Figure 1. Wiring by layer (run 1).
Two of the layers only.
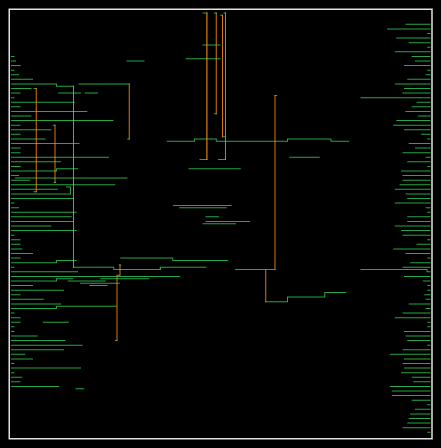
Figure 2. M4 wires (run 1).
The bar under the picture is 50 um long.
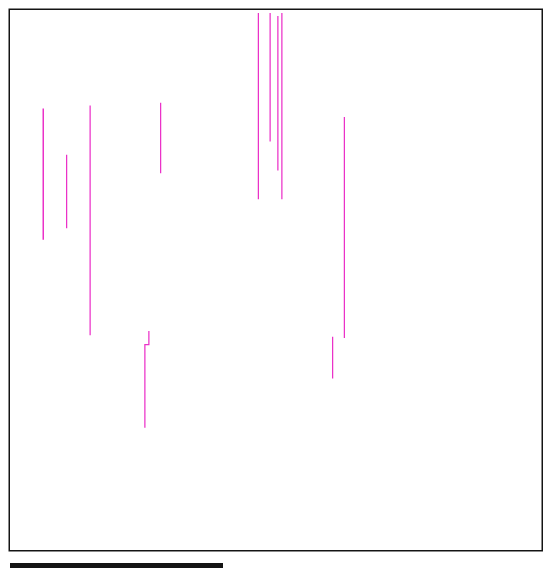
Figure 3. Sequential cells grouped by signal name (run 1).
The bar under the picture is 50 um long. Other sequential cells in the stronger gray, the rest of the logic in the fainter gray.
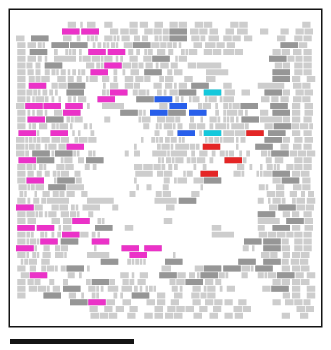
Figure 4. Congestion heat map (run 1).
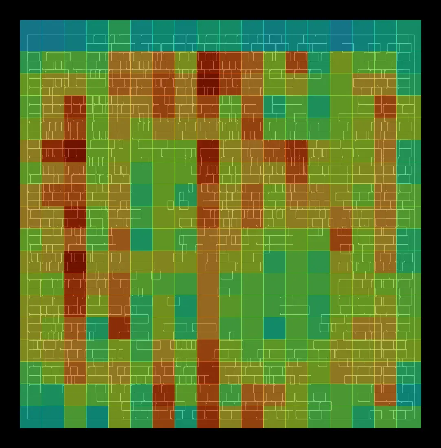
<file path="config.mk">
export PLATFORM = sky130hd
export DESIGN_NAME = exc_ctrl_flat
export DESIGN_NICKNAME = d
export VERILOG_FILES = /design/src/rtl/exc_ctrl_if.sv /design/src/rtl/exc_ctrl.sv /design/src/flat_wrapper.sv
export SDC_FILE = /design/constraint.sdc
export NUM_CORES = 1
export LEC_CHECK = 0
export CAP_MARGIN = 20
export CORE_AREA = 2 2 123 125
export CTS_CLUSTER_DIAMETER = 100
export CTS_CLUSTER_SIZE = 16
export DETAILED_ROUTE_END_ITERATION = 16
export DIE_AREA = 0 0 125 127
export GPL_TIMING_DRIVEN = 0
export PLACE_DENSITY = 0.88
export RECOVER_POWER = 25
export SYNTH_ARGS = -nofsm -noshare
export SYNTH_HDL_FRONTEND = slang
export SYNTH_SLANG_ARGS = --single-unit
export TNS_END_PERCENT = 1
</file>
<file path="constraint.sdc">
create_clock -name clk -period 2.7 [get_ports clk]
set_input_delay 0.81 -clock clk [delete_from_list [all_inputs] [get_ports clk]]
set_output_delay 0.81 -clock clk [all_outputs]
set_load 0.05 [all_outputs]
</file>
<file path="src/rtl/exc_ctrl_if.sv">
// Bundle of MEM-stage exception inputs, CP0 exception outputs and the fetch redirect handshake.
interface exc_ctrl_if;
    logic        mem_valid;
    logic [31:0] mem_pc;
    logic        mem_in_delay_slot;
    logic        mem_ri;
    logic        mem_ov;
    logic        mem_syscall;
    logic        mem_break;
    logic        mem_eret;
    logic        mem_adel;
    logic        mem_ades;
    logic [31:0] mem_badaddr;
    logic [31:0] status_i;
    logic [31:0] cause_i;
    logic [31:0] epc_i;
    logic        wb_cp0_we;
    logic [4:0]  wb_cp0_addr;
    logic [31:0] wb_cp0_data;
    logic [4:0]  exc_type_o;
    logic [31:0] exc_pc_o;
    logic        exc_in_delay_slot_o;
    logic [31:0] exc_badaddr_o;
    logic        exc_we_mem_o;
    logic        flush_o;
    logic        stall_o;
    logic        redirect_valid_o;
    logic [31:0] redirect_pc_o;
    logic        redirect_ready_i;

    modport master (
        input  mem_valid, mem_pc, mem_in_delay_slot, mem_ri, mem_ov, mem_syscall,
               mem_break, mem_eret, mem_adel, mem_ades, mem_badaddr,
               status_i, cause_i, epc_i, wb_cp0_we, wb_cp0_addr, wb_cp0_data,
               redirect_ready_i,
        output exc_type_o, exc_pc_o, exc_in_delay_slot_o, exc_badaddr_o, exc_we_mem_o,
               flush_o, stall_o, redirect_valid_o, redirect_pc_o
    );

    modport slave (
        output mem_valid, mem_pc, mem_in_delay_slot, mem_ri, mem_ov, mem_syscall,
               mem_break, mem_eret, mem_adel, mem_ades, mem_badaddr,
               status_i, cause_i, epc_i, wb_cp0_we, wb_cp0_addr, wb_cp0_data,
               redirect_ready_i,
        input  exc_type_o, exc_pc_o, exc_in_delay_slot_o, exc_badaddr_o, exc_we_mem_o,
               flush_o, stall_o, redirect_valid_o, redirect_pc_o
    );
endinterface

</file>
<file path="src/rtl/exc_ctrl.sv">
// Exception arbiter and redirect sequencer at the MEM/WB boundary (CP0 producer side).
// Optional EXC_CNT_EN adds a free-running committed-exception counter exc_count_o.
module exc_ctrl #(
    parameter logic [31:0] EXC_VECTOR   = 32'hBFC00380,
    parameter int unsigned FLUSH_CYCLES = 2
) (
    input  logic           clk,
    input  logic           rest,
    exc_ctrl_if.master     bus
`ifdef EXC_CNT_EN
    ,
    output logic [31:0]    exc_count_o
`endif
);
    localparam int unsigned CNT_W = 4;
    localparam int unsigned DW    = 32;
    localparam logic [4:0] EXC_NONE = 5'b11111;
    localparam logic [4:0] EXC_INT  = 5'b10111;
    localparam logic [4:0] EXC_ADDR = 5'b00001;
    localparam logic [4:0] EXC_RI   = 5'b10101;
    localparam logic [4:0] EXC_OV   = 5'b00010;
    localparam logic [4:0] EXC_SYS  = 5'b00011;
    localparam logic [4:0] EXC_BRK  = 5'b00100;
    localparam logic [4:0] EXC_ERET = 5'b00101;
    localparam logic [CNT_W-1:0] FLUSH_RELOAD =
        CNT_W'((FLUSH_CYCLES >= 2) ? (FLUSH_CYCLES - 2) : 0);

    typedef enum logic [1:0] {IDLE, COMMIT, FLUSH, REDIRECT} state_e;

    state_e          state_q, state_d;
    logic [4:0]      exc_type_q, exc_type_d;
    logic [DW-1:0]   exc_pc_q, exc_pc_d;
    logic            exc_ds_q, exc_ds_d;
    logic [DW-1:0]   exc_bad_q, exc_bad_d;
    logic            exc_we_q, exc_we_d;
    logic            flush_q, flush_d;
    logic            stall_q, stall_d;
    logic            rv_q, rv_d;
    logic [DW-1:0]   rpc_q, rpc_d;
    logic [CNT_W-1:0] fcnt_q, fcnt_d;
`ifdef EXC_CNT_EN
    logic [DW-1:0]   cnt_q, cnt_d;
`endif

    logic            int_pend, pc_mis, ev_hit, ev_eret;
    logic [4:0]      ev_type;
    logic [DW-1:0]   ev_badaddr, eret_target;
    logic            ev_we_mem;
    logic            unused_bits;

    assign unused_bits = ^{bus.status_i[31:16], bus.status_i[7:2],
                           bus.cause_i[31:16], bus.cause_i[7:0]};

    // Fixed-priority selection of the single event raised by the MEM instruction
    always_comb begin
        int_pend    = bus.status_i[0] & ~bus.status_i[1] &
                      (|(bus.cause_i[15:8] & bus.status_i[15:8]));
        pc_mis      = bus.mem_pc[1:0] != 2'b00;
        eret_target = (bus.wb_cp0_we && bus.wb_cp0_addr == 5'd14) ? bus.wb_cp0_data : bus.epc_i;
        ev_hit      = 1'b1;
        ev_type     = EXC_NONE;
        ev_badaddr  = '0;
        ev_we_mem   = 1'b0;
        ev_eret     = 1'b0;
        if (int_pend) begin
            ev_type = EXC_INT;
        end else if (pc_mis) begin
            ev_type    = EXC_ADDR;
            ev_badaddr = bus.mem_pc;
        end else if (bus.mem_ri) begin
            ev_type = EXC_RI;
        end else if (bus.mem_ov) begin
            ev_type = EXC_OV;
        end else if (bus.mem_syscall) begin
            ev_type = EXC_SYS;
        end else if (bus.mem_break) begin
            ev_type = EXC_BRK;
        end else if (bus.mem_adel || bus.mem_ades) begin
            ev_type    = EXC_ADDR;
            ev_badaddr = bus.mem_badaddr;
            ev_we_mem  = bus.mem_ades;
        end else if (bus.mem_eret) begin
            ev_type = EXC_ERET;
            ev_eret = 1'b1;
        end else begin
            ev_hit = 1'b0;
        end
    end

    // Sequencer next-state: COMMIT -> FLUSH (FLUSH_CYCLES-1) -> REDIRECT handshake
    always_comb begin
        state_d    = state_q;
        exc_type_d = exc_type_q;
        exc_pc_d   = exc_pc_q;
        exc_ds_d   = exc_ds_q;
        exc_bad_d  = exc_bad_q;
        exc_we_d   = exc_we_q;
        flush_d    = flush_q;
        stall_d    = stall_q;
        rv_d       = rv_q;
        rpc_d      = rpc_q;
        fcnt_d     = fcnt_q;
`ifdef EXC_CNT_EN
        cnt_d      = cnt_q;
`endif
        case (state_q)
            IDLE: begin
                if (bus.mem_valid && ev_hit) begin
                    state_d    = COMMIT;
                    exc_type_d = ev_type;
                    exc_pc_d   = bus.mem_pc;
                    exc_ds_d   = bus.mem_in_delay_slot;
                    exc_bad_d  = ev_badaddr;
                    exc_we_d   = ev_we_mem;
                    flush_d    = 1'b1;
                    stall_d    = 1'b1;
                    rpc_d      = ev_eret ? eret_target : EXC_VECTOR;
                end
            end
            COMMIT: begin
                exc_type_d = EXC_NONE;
`ifdef EXC_CNT_EN
                cnt_d      = cnt_q + 32'd1;
`endif
                if (FLUSH_CYCLES <= 1) begin
                    state_d = REDIRECT;
                    flush_d = 1'b0;
                    rv_d    = 1'b1;
                end else begin
                    state_d = FLUSH;
                    fcnt_d  = FLUSH_RELOAD;
                end
            end
            FLUSH: begin
                if (fcnt_q == '0) begin
                    state_d = REDIRECT;
                    flush_d = 1'b0;
                    rv_d    = 1'b1;
                end else begin
                    fcnt_d = fcnt_q - CNT_W'(1);
                end
            end
            REDIRECT: begin
                if (bus.redirect_ready_i) begin
                    state_d = IDLE;
                    rv_d    = 1'b0;
                    stall_d = 1'b0;
                end
            end
            default: state_d = IDLE;
        endcase
    end

    always_ff @(posedge clk) begin
        if (rest) begin
            state_q    <= IDLE;
            exc_type_q <= EXC_NONE;
            exc_pc_q   <= '0;
            exc_ds_q   <= 1'b0;
            exc_bad_q  <= '0;
            exc_we_q   <= 1'b0;
            flush_q    <= 1'b0;
            stall_q    <= 1'b0;
            rv_q       <= 1'b0;
            rpc_q      <= '0;
            fcnt_q     <= '0;
`ifdef EXC_CNT_EN
            cnt_q      <= '0;
`endif
        end else begin
            state_q    <= state_d;
            exc_type_q <= exc_type_d;
            exc_pc_q   <= exc_pc_d;
            exc_ds_q   <= exc_ds_d;
            exc_bad_q  <= exc_bad_d;
            exc_we_q   <= exc_we_d;
            flush_q    <= flush_d;
            stall_q    <= stall_d;
            rv_q       <= rv_d;
            rpc_q      <= rpc_d;
            fcnt_q     <= fcnt_d;
`ifdef EXC_CNT_EN
            cnt_q      <= cnt_d;
`endif
        end
    end

    assign bus.exc_type_o          = exc_type_q;
    assign bus.exc_pc_o            = exc_pc_q;
    assign bus.exc_in_delay_slot_o = exc_ds_q;
    assign bus.exc_badaddr_o       = exc_bad_q;
    assign bus.exc_we_mem_o        = exc_we_q;
    assign bus.flush_o             = flush_q;
    assign bus.stall_o             = stall_q;
    assign bus.redirect_valid_o    = rv_q;
    assign bus.redirect_pc_o       = rpc_q;
`ifdef EXC_CNT_EN
    assign exc_count_o             = cnt_q;
`endif
endmodule

</file>
<file path="src/flat_wrapper.sv">
// flat-port wrapper written by rule: the top's interface ports become plain ports
module exc_ctrl_flat 
#(
    parameter logic [31:0] EXC_VECTOR   = 32'hBFC00380,
    parameter int unsigned FLUSH_CYCLES = 2
)
  (clk, rest, bus_mem_valid, bus_mem_pc, bus_mem_in_delay_slot, bus_mem_ri, bus_mem_ov, bus_mem_syscall, bus_mem_break, bus_mem_eret, bus_mem_adel, bus_mem_ades, bus_mem_badaddr, bus_status_i, bus_cause_i, bus_epc_i, bus_wb_cp0_we, bus_wb_cp0_addr, bus_wb_cp0_data, bus_redirect_ready_i, bus_exc_type_o, bus_exc_pc_o, bus_exc_in_delay_slot_o, bus_exc_badaddr_o, bus_exc_we_mem_o, bus_flush_o, bus_stall_o, bus_redirect_valid_o, bus_redirect_pc_o);
  exc_ctrl_if bus_i ();
  input  logic clk;
  input  logic rest;
  input wire logic [$bits(bus_i.mem_valid)-1:0] bus_mem_valid;
  input wire logic [$bits(bus_i.mem_pc)-1:0] bus_mem_pc;
  input wire logic [$bits(bus_i.mem_in_delay_slot)-1:0] bus_mem_in_delay_slot;
  input wire logic [$bits(bus_i.mem_ri)-1:0] bus_mem_ri;
  input wire logic [$bits(bus_i.mem_ov)-1:0] bus_mem_ov;
  input wire logic [$bits(bus_i.mem_syscall)-1:0] bus_mem_syscall;
  input wire logic [$bits(bus_i.mem_break)-1:0] bus_mem_break;
  input wire logic [$bits(bus_i.mem_eret)-1:0] bus_mem_eret;
  input wire logic [$bits(bus_i.mem_adel)-1:0] bus_mem_adel;
  input wire logic [$bits(bus_i.mem_ades)-1:0] bus_mem_ades;
  input wire logic [$bits(bus_i.mem_badaddr)-1:0] bus_mem_badaddr;
  input wire logic [$bits(bus_i.status_i)-1:0] bus_status_i;
  input wire logic [$bits(bus_i.cause_i)-1:0] bus_cause_i;
  input wire logic [$bits(bus_i.epc_i)-1:0] bus_epc_i;
  input wire logic [$bits(bus_i.wb_cp0_we)-1:0] bus_wb_cp0_we;
  input wire logic [$bits(bus_i.wb_cp0_addr)-1:0] bus_wb_cp0_addr;
  input wire logic [$bits(bus_i.wb_cp0_data)-1:0] bus_wb_cp0_data;
  input wire logic [$bits(bus_i.redirect_ready_i)-1:0] bus_redirect_ready_i;
  output wire logic [$bits(bus_i.exc_type_o)-1:0] bus_exc_type_o;
  output wire logic [$bits(bus_i.exc_pc_o)-1:0] bus_exc_pc_o;
  output wire logic [$bits(bus_i.exc_in_delay_slot_o)-1:0] bus_exc_in_delay_slot_o;
  output wire logic [$bits(bus_i.exc_badaddr_o)-1:0] bus_exc_badaddr_o;
  output wire logic [$bits(bus_i.exc_we_mem_o)-1:0] bus_exc_we_mem_o;
  output wire logic [$bits(bus_i.flush_o)-1:0] bus_flush_o;
  output wire logic [$bits(bus_i.stall_o)-1:0] bus_stall_o;
  output wire logic [$bits(bus_i.redirect_valid_o)-1:0] bus_redirect_valid_o;
  output wire logic [$bits(bus_i.redirect_pc_o)-1:0] bus_redirect_pc_o;
  assign bus_i.mem_valid = bus_mem_valid;
  assign bus_i.mem_pc = bus_mem_pc;
  assign bus_i.mem_in_delay_slot = bus_mem_in_delay_slot;
  assign bus_i.mem_ri = bus_mem_ri;
  assign bus_i.mem_ov = bus_mem_ov;
  assign bus_i.mem_syscall = bus_mem_syscall;
  assign bus_i.mem_break = bus_mem_break;
  assign bus_i.mem_eret = bus_mem_eret;
  assign bus_i.mem_adel = bus_mem_adel;
  assign bus_i.mem_ades = bus_mem_ades;
  assign bus_i.mem_badaddr = bus_mem_badaddr;
  assign bus_i.status_i = bus_status_i;
  assign bus_i.cause_i = bus_cause_i;
  assign bus_i.epc_i = bus_epc_i;
  assign bus_i.wb_cp0_we = bus_wb_cp0_we;
  assign bus_i.wb_cp0_addr = bus_wb_cp0_addr;
  assign bus_i.wb_cp0_data = bus_wb_cp0_data;
  assign bus_i.redirect_ready_i = bus_redirect_ready_i;
  assign bus_exc_type_o = bus_i.exc_type_o;
  assign bus_exc_pc_o = bus_i.exc_pc_o;
  assign bus_exc_in_delay_slot_o = bus_i.exc_in_delay_slot_o;
  assign bus_exc_badaddr_o = bus_i.exc_badaddr_o;
  assign bus_exc_we_mem_o = bus_i.exc_we_mem_o;
  assign bus_flush_o = bus_i.flush_o;
  assign bus_stall_o = bus_i.stall_o;
  assign bus_redirect_valid_o = bus_i.redirect_valid_o;
  assign bus_redirect_pc_o = bus_i.redirect_pc_o;
  exc_ctrl #(.EXC_VECTOR(EXC_VECTOR), .FLUSH_CYCLES(FLUSH_CYCLES)) u_core (.clk(clk), .rest(rest), .bus(bus_i));
endmodule
</file>
==> results.toml, run 1 <==
# yosys + openroad results
[outcome]
status = "completed"

[setup_path]
crit_cells = 5
crit_arrival_ns = 2.80
crit_buf_inv = 4

[synthesis]
ff_type = "dfxtp_1"
syn-num-nets = 784
ys_chip_area_mm2 = 0.00510
postSynthAreaPerCell_um2 = 8.99
yosys_warnings = 0
largest_area_cell = "dfxtp_1"
area_leaders = "dfxtp_1, nand2_1, mux2i_1, a21oi_1, a22oi_1"

[final_timing]
slew_headroom_pct = 53.4
setup_ws_ns = 0.134
timing.final.crit_period_ns = 2.57
tightest_slew_ns = 0.700
hold_viol = 0
max_freq_mhz = 390

[finish]
syn_to_final_growth_pct = 63.9
fin_area_mm2 = 0.00837
nFillCells = 1295

[clocking]
cts.sinks = 112
post_cts_buffers = 0
cts_tree = "built"
clock_path_buffers = 2
h-tree-depth = 3
clock.latency.late_pin_ns = 0.36
postCtsHoldBufs = 0

[floorplanning]
num_io_pins = 316
fp-utilization_pct = 35.4
die_w_um = 125
die_h_um = 127

[power_and_ir_drop]
p_sw_share_pct = 35.9
p_seq_share_pct = 36.3

[drt]
drt-initial-drc-count = 158
post_drt_via_cell_ratio = 5.02
totalWireLength_um = 17600

[global_route]
grt_overflow = 0

[run]
cap_violations = 0

[placed_design]
placed_area_mm2 = 0.00803
Notes on Figure 1 above:
met3: shown in green, wire length 1690 um. met4: shown in orange, wire length 355 um.
total number of vias: 5208
GRT Overall Usage: 22.2%

Notes on Figure 2 above:
The layer carries 355 um of wire. 8 nets have wire on it.

Notes on Figure 3 above:
u_core.fcnt_q: shown in red, sequential cells 4. u_core.bus.exc_type_o: shown in blue, sequential cells 5. u_core.bus.exc_pc_o: shown in magenta, sequential cells 32. u_core.state_q: shown in cyan, sequential cells 2.
register area: 0.00224 mm^2
fin util: 58.0%
Seq. pwr: 1900 uW

Notes on Figure 4 above:
GR Util met1: 23.4%
drt wl/cell: 17.0 um
busiest layer in global routing: met2

[run 1: area by class of cell]
cell class / count / area (um^2) / share of cell area (%)
plain buffers: 48 / 304 / 3.63
clock buffers: 9 / 225 / 2.69
clock inverters: 7 / 109 / 1.30
inverters: 10 / 37.5 / 0.449
multi-input cells: 398 / 2520 / 30.2
flip-flops and latches: 112 / 2240 / 26.8
well taps: 184 / 230 / 2.75
repair buffers: 269 / 2690 / 32.2
[run 1: repair_timing]
| action | CTS | global route |
|---|---|---|
| endpoints found under the hold margin | 0 | 0 |
| resized | 0 | 6 |
| setup endpoints to repair | 0 | 26 |
[run 1: tightest hold or removal path, delay by kind of cell (launching register included)]
kind	cells	cell delay, ns
and+or+nand+nor	1	0.05
AOI/OAI and AO/OA	1	0.05
DFF	1	0.31
[run 1: cell usage in the layout, fill, tap and decap left out, types with 4 or more instances in the layout]
cell / synthesis / routed
clkdlybuf4s50_1: 0 / 220
buf_2: 9 / 9
nor2_1: 29 / 29
ha_1: 6 / 6
inv_1: 9 / 9
or3_1: 30 / 30
clkbuf_1: 22 / 19
dlygate4sd3_1: 0 / 49
a22oi_1: 28 / 28
nand2_1: 107 / 107
buf_4: 11 / 11
nor4_1: 7 / 7
a22oi_2: 6 / 6
o2bb2ai_1: 20 / 20
mux2i_1: 36 / 36
a21oi_1: 61 / 61
nand2b_1: 4 / 4
dfxtp_1: 112 / 112
a21oi_2: 13 / 13
nor3_1: 4 / 4
clkbuf_16: 0 / 9
a211oi_1: 14 / 14
[run 1: worst min-delay path by stage]
| stage | cells past startpoint | to | start | slack [ns] |
|---|---|---|---|---|
| global route | 2 | u_core.bus.exc_we_mem_o | u_core.bus.exc_we_mem_o | 0.48 |
| finish | 2 | u_core.bus.exc_pc_o[30] | u_core.bus.exc_pc_o[30] | 0.45 |
| CTS | 2 | u_core.bus.exc_pc_o[18] | u_core.bus.exc_pc_o[18] | 0.46 |
| floorplan | 2 | u_core.fcnt_q[0] | u_core.fcnt_q[0] | 0.46 |
| detailed placement | 2 | u_core.bus.exc_pc_o[18] | u_core.bus.exc_pc_o[18] | 0.45 |
| global placement | 2 | u_core.bus.exc_pc_o[14] | u_core.bus.exc_pc_o[14] | 0.44 |
[run 1: logic make-up (layout without fill, tap and decap cells)]
| family | Yosys count | after routing |
|---|---|---|
| AND-OR/OR-AND | 159 | 159 |
| XOR/XNOR | 2 | 2 |
| adder cells (fa/ha/maj) | 6 | 6 |
| buffers and inverters | 58 | 343 |
| flip-flops | 112 | 112 |
| multiplexers | 36 | 36 |
| AND/OR/NAND/NOR | 195 | 195 |
[run 1: per-layer routing]
layer,share of wire [%],track usage [%],vias up
met3,9.6,8.92,23
met1,37,23.4,2370
li1,-,-,2588
met2,51,40.9,227
met4,2.0,6.47,0
met5,0,0,-
[run 1: stage by stage]
stage               std cells  utilization (%)  hold WS [ns]
finish                   1037             58.0         0.453
floorplan                 568                -         0.457
detailed placement       1021             55.7         0.446
global placement         1021             55.7         0.440
global route             1037             58.0         0.475
CTS                      1037             58.0         0.457
==> inputs of run 2 (changes only) <==
--- a/config.mk
+++ b/config.mk
@@ -12,6 +12,7 @@
 export DETAILED_ROUTE_END_ITERATION = 16
 export DIE_AREA = 0 0 125 127
 export GPL_TIMING_DRIVEN = 0
+export HOLD_SLACK_MARGIN = 0.02
 export PLACE_DENSITY = 0.88
 export RECOVER_POWER = 25
 export SYNTH_ARGS = -nofsm -noshare
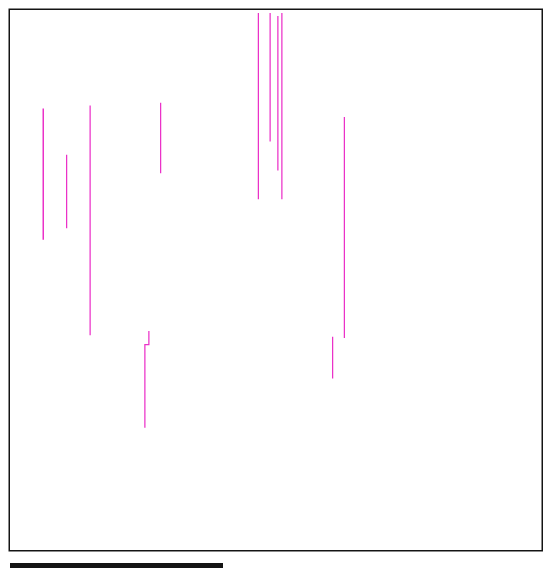
Figure 5: run 2, M4 wires.
The bar under the picture is 50 um long.
The layer holds 2.0% of the routed length. The longest straight run is 53.7 um. The layer carries 355 um of wire. The wires run mostly vertical. 8 nets have wire on it.
WL final: 17600 um

==> results.toml, run 2 <==
# yosys + openroad results
[synthesis]
ys_chip_area_mm2 = 0.00510
ff_type = "dfxtp_1"
syn-num-nets = 784
area_leaders = "dfxtp_1, nand2_1, mux2i_1, a21oi_1, a22oi_1"

[final_timing]
hold_viol = 0
tightest_slew_ns = 0.700
max_freq_mhz = 390
timing.final.crit_period_ns = 2.57
setup_ws_ns = 0.134

[clocking]
clock_path_buffers = 2
h-tree-depth = 3

[finish]
mostFrequentLayoutCells = "clkdlybuf4s50_1, dfxtp_1, nand2_1"
syn_to_final_growth_pct = 63.9

[floorplanning]
die_h_um = 127
die_w_um = 125
fp-utilization_pct = 35.4

[outcome]
status = "completed"

[drt]
drt-initial-drc-count = 158
vias = 5208

[placed_design]
placed_area_mm2 = 0.00803

[setup_path]
crit_arrival_ns = 2.80
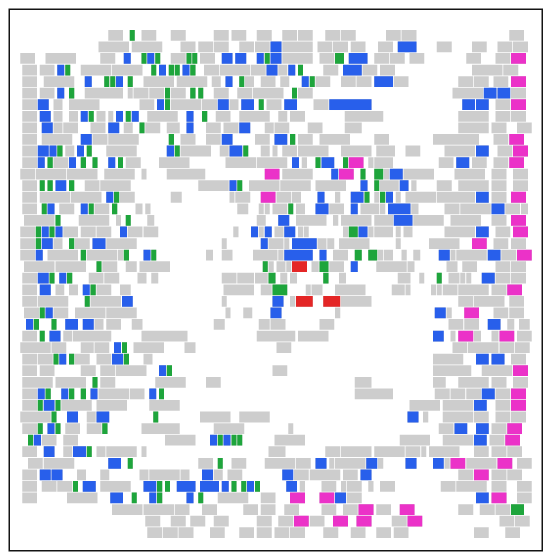
Figure 6: run 2, selected gate families.
NAND gates: shown in green, cells 116. inverting AOI/OAI gates: shown in blue, cells 156, where widely spread. multiplexers: shown in magenta, cells 36. AND-OR and OR-AND gates: shown in red, cells 3.
logic share of the area: 30.2%
Non-Filler Instances: 1037
most common logic cell in the routed design: clkdlybuf4s50_1

run 2: cell counts in the layout (fill, tap and decap cells not counted):
No cell type changed its count.
run 2: metrics by stage:
step,hold slack (ns),std cells,utilization (%)
6_report,0.453,1037,58.0
5_1_grt,0.475,1037,58.0
4_1_cts,0.457,1037,58.0
3_5_place_dp,0.446,1021,55.7
3_3_place_gp,0.440,1021,55.7
2_1_floorplan,0.457,568,-
run 2: metal layers:
metal  routed length [um]  track usage (%)  up-vias
li1                     -                -     2588
met1                 6560             23.4     2370
met2                 9000             40.9      227
met3                 1690             8.92       23
met4                  355             6.47        0
met5                    0                0        -
run 2: what timing repair did:
action | in CTS | in global routing
endpoints found under the setup margin | 0 | 26
setup buffers | 0 | 0
resized | 0 | 6
run 2: power groups by stage:
stage	logic [uW]	clock network, uW	registers, uW
6_report	1840	1490	1900
5_1_grt	1960	1590	1920
4_1_cts	1870	1540	1910
3_5_place_dp	1870	0	1950
3_3_place_gp	1850	0	1930
2_1_floorplan	571	0	2470
run 2: cell families after synthesis:
family | after synthesis | synth area share (%)
simple gates | 195 | 17.6
compound gates | 159 | 22.9
flops | 112 | 43.9
buf+inv | 58 | 6.62
mux | 36 | 7.06
fa+ha+maj | 6 | 1.47
xor+xnor | 2 | 0.343
run 2: cell type report:
class                           count  area, um^2
Tap cell                          184         230
Buffer                             48         304
Fill cell                        1295        6060
Clock inverter                      7         109
Clock buffer                        9         225
Timing Repair Buffer              269        2690
Inverter                           10        37.5
Multi-Input combinational cell    398        2520
Sequential cell                   112        2240
run 2: final timing paths:
check | depth (start not counted) | start | end
hold reg to reg | 2 | u_core.bus.exc_pc_o[30] | u_core.bus.exc_pc_o[30]
setup reg to reg | 8 | u_core.state_q[1] | u_core.bus.exc_pc_o[4]
hold / removal | 2 | u_core.bus.exc_pc_o[30] | u_core.bus.exc_pc_o[30]
setup / recovery | 5 | rest | u_core.bus.exc_badaddr_o[16]
run 2: worst max-delay path: stages:
cell and delay, ns:
dlygate4sd3_1 0.55, clkbuf_1 0.43, clkbuf_1 0.45, clkbuf_1 0.47, a21oi_1 0.09
No activity file was given, so power comes from the tool's default toggle rates.
